$ cat src/rtl/tor_link_arbiter_if.sv
// Link bundle between the NIC ports and the top-of-rack arbiter.
// master = NIC side (drives Tx, observes Rx); slave = switch side.
interface tor_link_arbiter_if #(
  parameter int NUM_PORTS = 2,
  parameter int DATA_W    = 512,
  parameter int ID_W      = 8
);
  // Ingress (NIC Tx) lines, one lane per port
  logic [NUM_PORTS-1:0]        tx_valid;
  logic [NUM_PORTS-1:0]        tx_sop;
  logic [NUM_PORTS-1:0]        tx_eop;
  logic [NUM_PORTS*ID_W-1:0]   tx_dst;
  logic [NUM_PORTS*DATA_W-1:0] tx_data;
  logic [NUM_PORTS-1:0]        tx_ready;

  // Egress (NIC Rx) lines: valid per port, everything else shared
  logic [NUM_PORTS-1:0]        rx_valid;
  logic                        rx_sop;
  logic                        rx_eop;
  logic [ID_W-1:0]             rx_src;
  logic [DATA_W-1:0]           rx_data;

  modport master (
    output tx_valid, tx_sop, tx_eop, tx_dst, tx_data,
    input  tx_ready,
    input  rx_valid, rx_sop, rx_eop, rx_src, rx_data
  );

  modport slave (
    input  tx_valid, tx_sop, tx_eop, tx_dst, tx_data,
    output tx_ready,
    output rx_valid, rx_sop, rx_eop, rx_src, rx_data
  );
endinterface

$ cat src/rtl/tor_link_arbiter.sv
// Emulated top-of-rack switch: round-robin arbitration with packet-level
// grant locking, a LATENCY-deep link delay line, and a per-destination
// egress demux. Packets with an out-of-range destination, and flits that
// arrive without a start-of-packet while idle, are consumed and counted.
// Optional: define TOR_STATS_EN to add per-destination forwarded-packet
// counters on fwd_cnt.
module tor_link_arbiter #(
  parameter int NUM_PORTS = 2,
  parameter int DATA_W    = 512,
  parameter int ID_W      = 8,
  parameter int LATENCY   = 1,
  parameter int CNT_W     = 32
) (
  input  logic                       clk,
  input  logic                       reset,
  tor_link_arbiter_if.slave          link,
  output logic [CNT_W-1:0]           drop_cnt
`ifdef TOR_STATS_EN
  ,
  output logic [NUM_PORTS*CNT_W-1:0] fwd_cnt
`endif
);

  localparam int PTR_W = $clog2(NUM_PORTS);

  typedef logic [PTR_W-1:0] ptr_t;
  typedef logic [PTR_W:0]   sum_t;

  typedef enum logic {
    IDLE,
    BURST
  } state_t;

  // One delay-line slot; vld is already demuxed one-hot to the destination
  typedef struct packed {
    logic [NUM_PORTS-1:0] vld;
    logic                 sop;
    logic                 eop;
    logic [ID_W-1:0]      src;
    logic [DATA_W-1:0]    data;
  } flit_t;

  // Port following p, wrapping at NUM_PORTS
  function automatic ptr_t next_port(ptr_t p);
    return (p == ptr_t'(NUM_PORTS - 1)) ? '0 : p + ptr_t'(1);
  endfunction

  // (base + off) mod NUM_PORTS for off < NUM_PORTS, without a divider
  function automatic ptr_t wrap_add(ptr_t base, int off);
    sum_t s;
    s = sum_t'(base) + sum_t'(off);
    if (s >= sum_t'(NUM_PORTS)) s = s - sum_t'(NUM_PORTS);
    return s[PTR_W-1:0];
  endfunction

  state_t state;
  ptr_t   rr_ptr;
  ptr_t   owner;
  ptr_t   pkt_dst;
  logic   drop_pkt;

  ptr_t   winner;
  logic   found;
  ptr_t   acc_port;
  logic   acc;

  logic              sel_sop;
  logic              sel_eop;
  logic [ID_W-1:0]   sel_dst;
  logic [DATA_W-1:0] sel_data;
  logic              dst_ok;
  logic              fwd;
  ptr_t              fwd_dst;
  logic              drop_now;
  flit_t             in_flit;
  flit_t             stage [LATENCY];

  // Round-robin scan: first valid port starting at rr_ptr
  always_comb begin
    // NOTE: every combinational output gets a default before any branch,
    // so no path leaves it unassigned and no latch is inferred.
    winner = '0;
    found  = 1'b0;
    for (int i = 0; i < NUM_PORTS; i++) begin
      if (!found && link.tx_valid[wrap_add(rr_ptr, i)]) begin
        winner = wrap_add(rr_ptr, i);
        found  = 1'b1;
      end
    end
  end

  // Grant: the scan winner while idle, the packet owner while bursting
  always_comb begin
    link.tx_ready = '0;
    acc_port      = winner;
    acc           = 1'b0;
    if (state == IDLE) begin
      link.tx_ready[winner] = found;
      acc                   = found;
    end else begin
      link.tx_ready[owner] = 1'b1;
      acc_port             = owner;
      acc                  = link.tx_valid[owner];
    end
  end

  assign sel_sop  = link.tx_sop[acc_port];
  assign sel_eop  = link.tx_eop[acc_port];
  assign sel_dst  = link.tx_dst[int'(acc_port) * ID_W +: ID_W];
  assign sel_data = link.tx_data[int'(acc_port) * DATA_W +: DATA_W];
  assign dst_ok   = int'(sel_dst) < NUM_PORTS;

  // Forward / drop decision for the flit accepted this cycle
  always_comb begin
    fwd      = 1'b0;
    fwd_dst  = pkt_dst;
    drop_now = 1'b0;
    if (acc) begin
      if (state == IDLE) begin
        // A new packet needs a sop and a reachable destination
        fwd      = sel_sop && dst_ok;
        fwd_dst  = sel_dst[PTR_W-1:0];
        drop_now = !sel_sop || !dst_ok;
      end else begin
        // Mid-packet flits follow the decision made on the sop flit
        fwd = !drop_pkt;
      end
    end
  end

  // Build the flit entering delay stage 0
  always_comb begin
    in_flit.vld = '0;
    if (fwd) in_flit.vld[fwd_dst] = 1'b1;
    in_flit.sop  = sel_sop;
    in_flit.eop  = sel_eop;
    in_flit.src  = ID_W'(acc_port);
    in_flit.data = sel_data;
  end

  // Arbitration FSM: grant locking, round-robin pointer, drop accounting
  always_ff @(posedge clk or posedge reset) begin
    // NOTE: state registers use non-blocking assignment so every flop
    // samples pre-edge values regardless of statement order.
    if (reset) begin
      state    <= IDLE;
      rr_ptr   <= '0;
      owner    <= '0;
      pkt_dst  <= '0;
      drop_pkt <= 1'b0;
      drop_cnt <= '0;
    end else begin
      if (drop_now && drop_cnt != '1) drop_cnt <= drop_cnt + CNT_W'(1);
      case (state)
        IDLE: begin
          if (acc) begin
            if (sel_sop && !sel_eop) begin
              state    <= BURST;
              owner    <= winner;
              pkt_dst  <= sel_dst[PTR_W-1:0];
              drop_pkt <= !dst_ok;
            end else begin
              // Single-flit packet or orphan: turn passes on immediately
              rr_ptr <= next_port(winner);
            end
          end
        end
        BURST: begin
          if (acc && sel_eop) begin
            state  <= IDLE;
            rr_ptr <= next_port(owner);
          end
        end
        default: state <= IDLE;
      endcase
    end
  end

  // Link delay line; payload only moves with a valid flit so rx_* hold
  always_ff @(posedge clk or posedge reset) begin
    // NOTE: the delay line is reset in full (payload too) because the last
    // stage drives the outputs directly and they must read zero out of reset.
    if (reset) begin
      for (int i = 0; i < LATENCY; i++) stage[i] <= '0;
    end else begin
      if (fwd) stage[0] <= in_flit;
      else     stage[0].vld <= '0;
      for (int i = 1; i < LATENCY; i++) begin
        if (|stage[i-1].vld) stage[i] <= stage[i-1];
        else                 stage[i].vld <= '0;
      end
    end
  end

  assign link.rx_valid = stage[LATENCY-1].vld;
  assign link.rx_sop   = stage[LATENCY-1].sop;
  assign link.rx_eop   = stage[LATENCY-1].eop;
  assign link.rx_src   = stage[LATENCY-1].src;
  assign link.rx_data  = stage[LATENCY-1].data;

`ifdef TOR_STATS_EN
  // Count packets per destination as their eop flit leaves the link
  always_ff @(posedge clk or posedge reset) begin
    if (reset) begin
      fwd_cnt <= '0;
    end else begin
      for (int i = 0; i < NUM_PORTS; i++) begin
        if (link.rx_valid[i] && link.rx_eop && fwd_cnt[i*CNT_W +: CNT_W] != '1)
          fwd_cnt[i*CNT_W +: CNT_W] <= fwd_cnt[i*CNT_W +: CNT_W] + CNT_W'(1);
      end
    end
  end
`endif

endmodule

$ cat src/flat_wrapper.sv
// flat-port wrapper written by rule: the top's interface ports become plain ports
module tor_link_arbiter_flat 
#(
  parameter int NUM_PORTS = 2,
  parameter int DATA_W    = 512,
  parameter int ID_W      = 8,
  parameter int LATENCY   = 1,
  parameter int CNT_W     = 32
)
  (clk, reset, drop_cnt, link_tx_valid, link_tx_sop, link_tx_eop, link_tx_dst, link_tx_data, link_tx_ready, link_rx_valid, link_rx_sop, link_rx_eop, link_rx_src, link_rx_data);
  tor_link_arbiter_if #(.NUM_PORTS(NUM_PORTS), .DATA_W(DATA_W), .ID_W(ID_W)) link_i ();
  input  logic clk;
  input  logic reset;
  output logic [CNT_W-1:0] drop_cnt;
  input wire logic [$bits(link_i.tx_valid)-1:0] link_tx_valid;
  input wire logic [$bits(link_i.tx_sop)-1:0] link_tx_sop;
  input wire logic [$bits(link_i.tx_eop)-1:0] link_tx_eop;
  input wire logic [$bits(link_i.tx_dst)-1:0] link_tx_dst;
  input wire logic [$bits(link_i.tx_data)-1:0] link_tx_data;
  output wire logic [$bits(link_i.tx_ready)-1:0] link_tx_ready;
  output wire logic [$bits(link_i.rx_valid)-1:0] link_rx_valid;
  output wire logic [$bits(link_i.rx_sop)-1:0] link_rx_sop;
  output wire logic [$bits(link_i.rx_eop)-1:0] link_rx_eop;
  output wire logic [$bits(link_i.rx_src)-1:0] link_rx_src;
  output wire logic [$bits(link_i.rx_data)-1:0] link_rx_data;
  assign link_i.tx_valid = link_tx_valid;
  assign link_i.tx_sop = link_tx_sop;
  assign link_i.tx_eop = link_tx_eop;
  assign link_i.tx_dst = link_tx_dst;
  assign link_i.tx_data = link_tx_data;
  assign link_tx_ready = link_i.tx_ready;
  assign link_rx_valid = link_i.rx_valid;
  assign link_rx_sop = link_i.rx_sop;
  assign link_rx_eop = link_i.rx_eop;
  assign link_rx_src = link_i.rx_src;
  assign link_rx_data = link_i.rx_data;
  tor_link_arbiter #(.NUM_PORTS(NUM_PORTS), .DATA_W(DATA_W), .ID_W(ID_W), .LATENCY(LATENCY), .CNT_W(CNT_W)) u_core (.clk(clk), .reset(reset), .link(link_i), .drop_cnt(drop_cnt));
endmodule
$ cat config.mk
export PLATFORM = sky130hd
export DESIGN_NAME = tor_link_arbiter_flat
export DESIGN_NICKNAME = d
export VERILOG_FILES = /design/src/rtl/tor_link_arbiter_if.sv /design/src/rtl/tor_link_arbiter.sv /design/src/flat_wrapper.sv
export SDC_FILE = /design/constraint.sdc
export NUM_CORES = 1
export LEC_CHECK = 0
export CAP_MARGIN = 20
export CELL_PAD_IN_SITES_DETAIL_PLACEMENT = 0
export CELL_PAD_IN_SITES_GLOBAL_PLACEMENT = 1
export CORE_AREA = 4 4 625 627
export DETAILED_ROUTE_END_ITERATION = 12
export DIE_AREA = 0 0 629 631
export PLACE_DENSITY = 0.35
export SETUP_SLACK_MARGIN = 0.1
export SYNTH_ARGS = -nofsm -noshare
export SYNTH_HDL_FRONTEND = slang
export SYNTH_SLANG_ARGS = --single-unit
$ cat constraint.sdc
create_clock -name clk -period 20.4 [get_ports clk]
set_input_delay 5.1 -clock clk [delete_from_list [all_inputs] [get_ports clk]]
set_output_delay 5.1 -clock clk [all_outputs]
set_load 0.02 [all_outputs]
Figure 1. Placed cells, one colour a class.
The bar under the picture is 200 microns long.
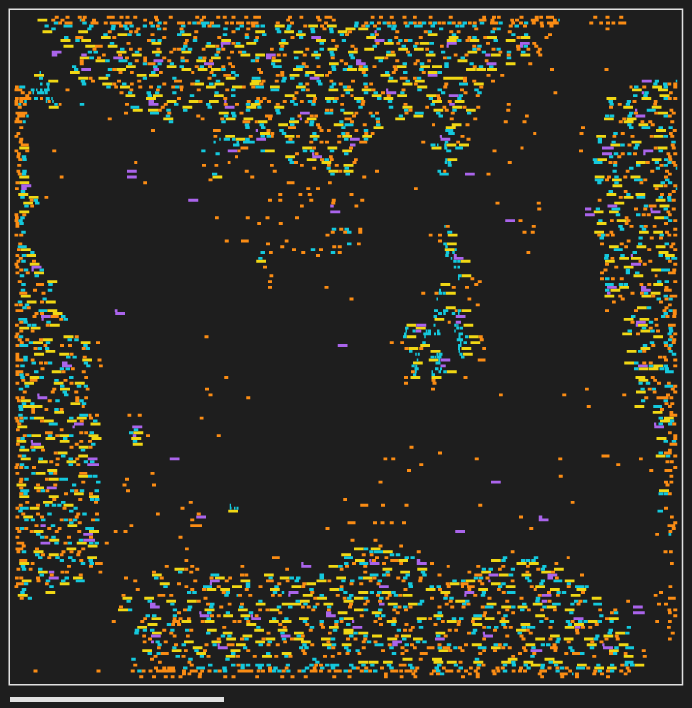
Key: other buffers and delay cells = orange [cells 1631, share of their area 36%]; all other logic = cyan [cells 1196, share of their area 28%]; clock drivers and dummy loads = purple [cells 166, share of their area 6.6%]; flip-flops = yellow [cells 554, share of their area 30%]
placeable core region: 385000 sq um
row cnt: 228
final standard cell area without fillers: 52200 sq um
sequential share of cell area: 26.5%

Figure 2. Signal wires by layer.
The bar under the picture is 200 microns long. Only two layers are drawn.
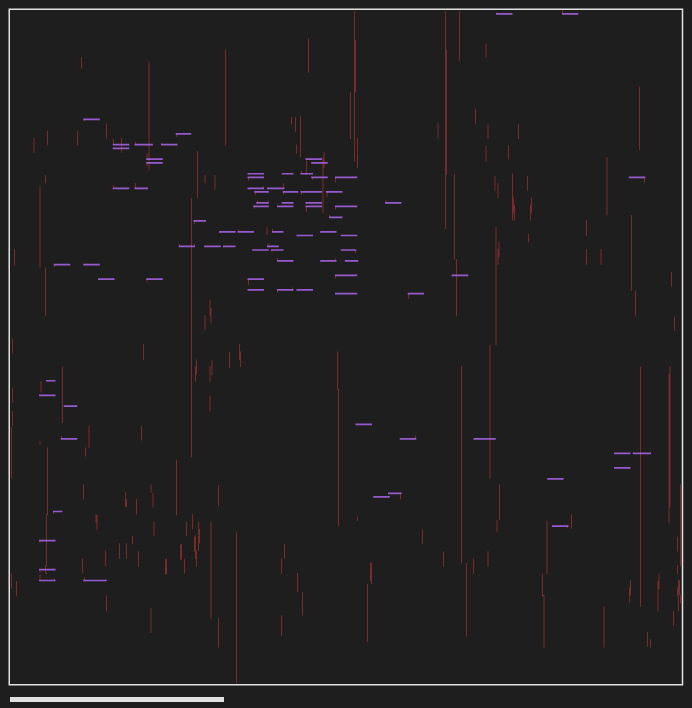
Key: met5 = purple [wire length 1130 microns]; met4 = red [wire length 5510 microns]

Figure 3. Routing congestion map.
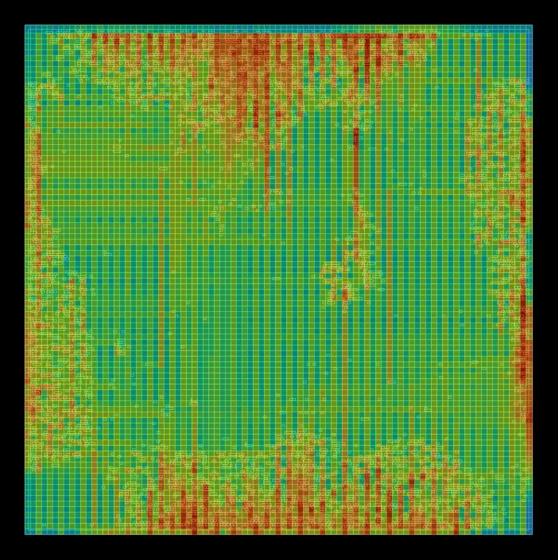
routing usage on met3: 7.46%
all-layer global routing usage: 12.7%
routed length per placed instance: 30.5 microns
end-of-flow core utilization: 13.6%
Top Usage Layer GRT: met2

Figure 4. Sequential cells grouped by signal name.
The bar under the picture is 200 microns long.
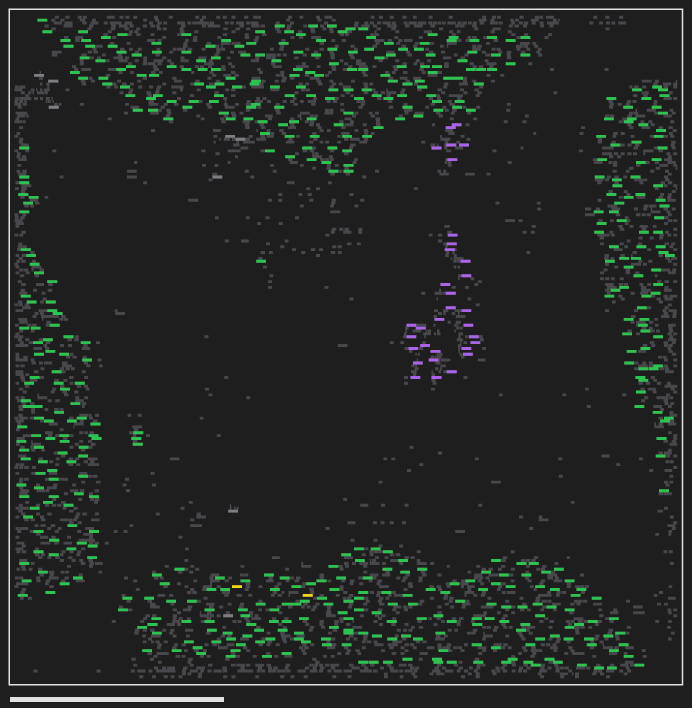
Key: u_core.link.rx_valid = yellow [flops 2]; u_core.link.rx_data = green [flops 512, where widely spread]; u_core.drop_cnt = purple [flops 32]
Another 8 sequential cells are not coloured.
total sequential power: 1.95 mW
FF+latch area: 13900 sq um

==> summary.txt <==
State of the implementation.

- The run finished with clean final reports.
- In this run, CTS created clock tree buffers numbering 93.
- The number of antenna diodes in the final layout is 25.
- Per the post-run analysis, buffers plus inverters along the critical path come to 2.
- The top flip-flop cell by instance count after synthesis is sky130_fd_sc_hd__dfrtp_1, for reference.
- Of the total synthesized cell area, the portion taken by XOR and XNOR cells is 0.997%.
- The sequential cell count of the final layout is 554, for reference.
- The chip area is 397000 sq um, for reference.
- The max-cap check violation count is 0, for reference.
- The timing report attributes the biggest portion of critical-path delay to buffers and inverters.
- For this block, the initial DRC count from the detailed router was 759.
- The leakage power total is 19.0 nW, for reference.
- In the final run the clock tree shows a worst skew of 53.6 ps.
- The net switching power in the latest report is 3.01 mW.
- The via count of the first global-routing pass is 24900, for reference.
- For the pin with the worst max-slew slack, the measured transition is 1160 ps.
- Routability-driven placement finished with a final weighted congestion of 0.912.
- Per the detailed placement report, the placed cell area equals 49200 sq um.
- The endpoint of the lowest-slack register-to-register path is u_core.link.rx_data[174], for reference.
- The simple-gate portion of the synthesized area is 2.06%, for reference.
- The number of different library cells used by synthesis comes to 43.
- The hold-critical path endpoint is u_core.link.rx_data[159], for reference.
- Per the timing report, the biggest fanout along the worst path comes to 40.
- The post-synthesis chip area from yosys is 27200 sq um, for reference.
- The count of multi-input combinational gates is 1191, for reference.
- The worst slack at placement is 8150 ps, for reference.
- STA reports a reg2reg setup slack of 15230 ps.
- The most critical setup path has its startpoint at link_tx_valid[1].
- The final hold slack is 487 ps, for reference.
- The layout clock buffer count is 141, for reference.
- The TritonCTS clock tree is done, for reference.
- The library cell used as clock root buffer is sky130_fd_sc_hd__clkbuf_16, for reference.
- The longest clock path from root to sink contains 4 buffers.
- The switching power as a share of total power is 39.3%, for reference.
- The count of yosys warnings during synthesis is 0, for reference.
- The report puts the hold buffer count at CTS at 0.
- The final power report lists total power as 7.67 mW.
- The worst setup path is of the in -> out kind.
Power figures rest on the tool's default switching activity, not on a simulated workload.
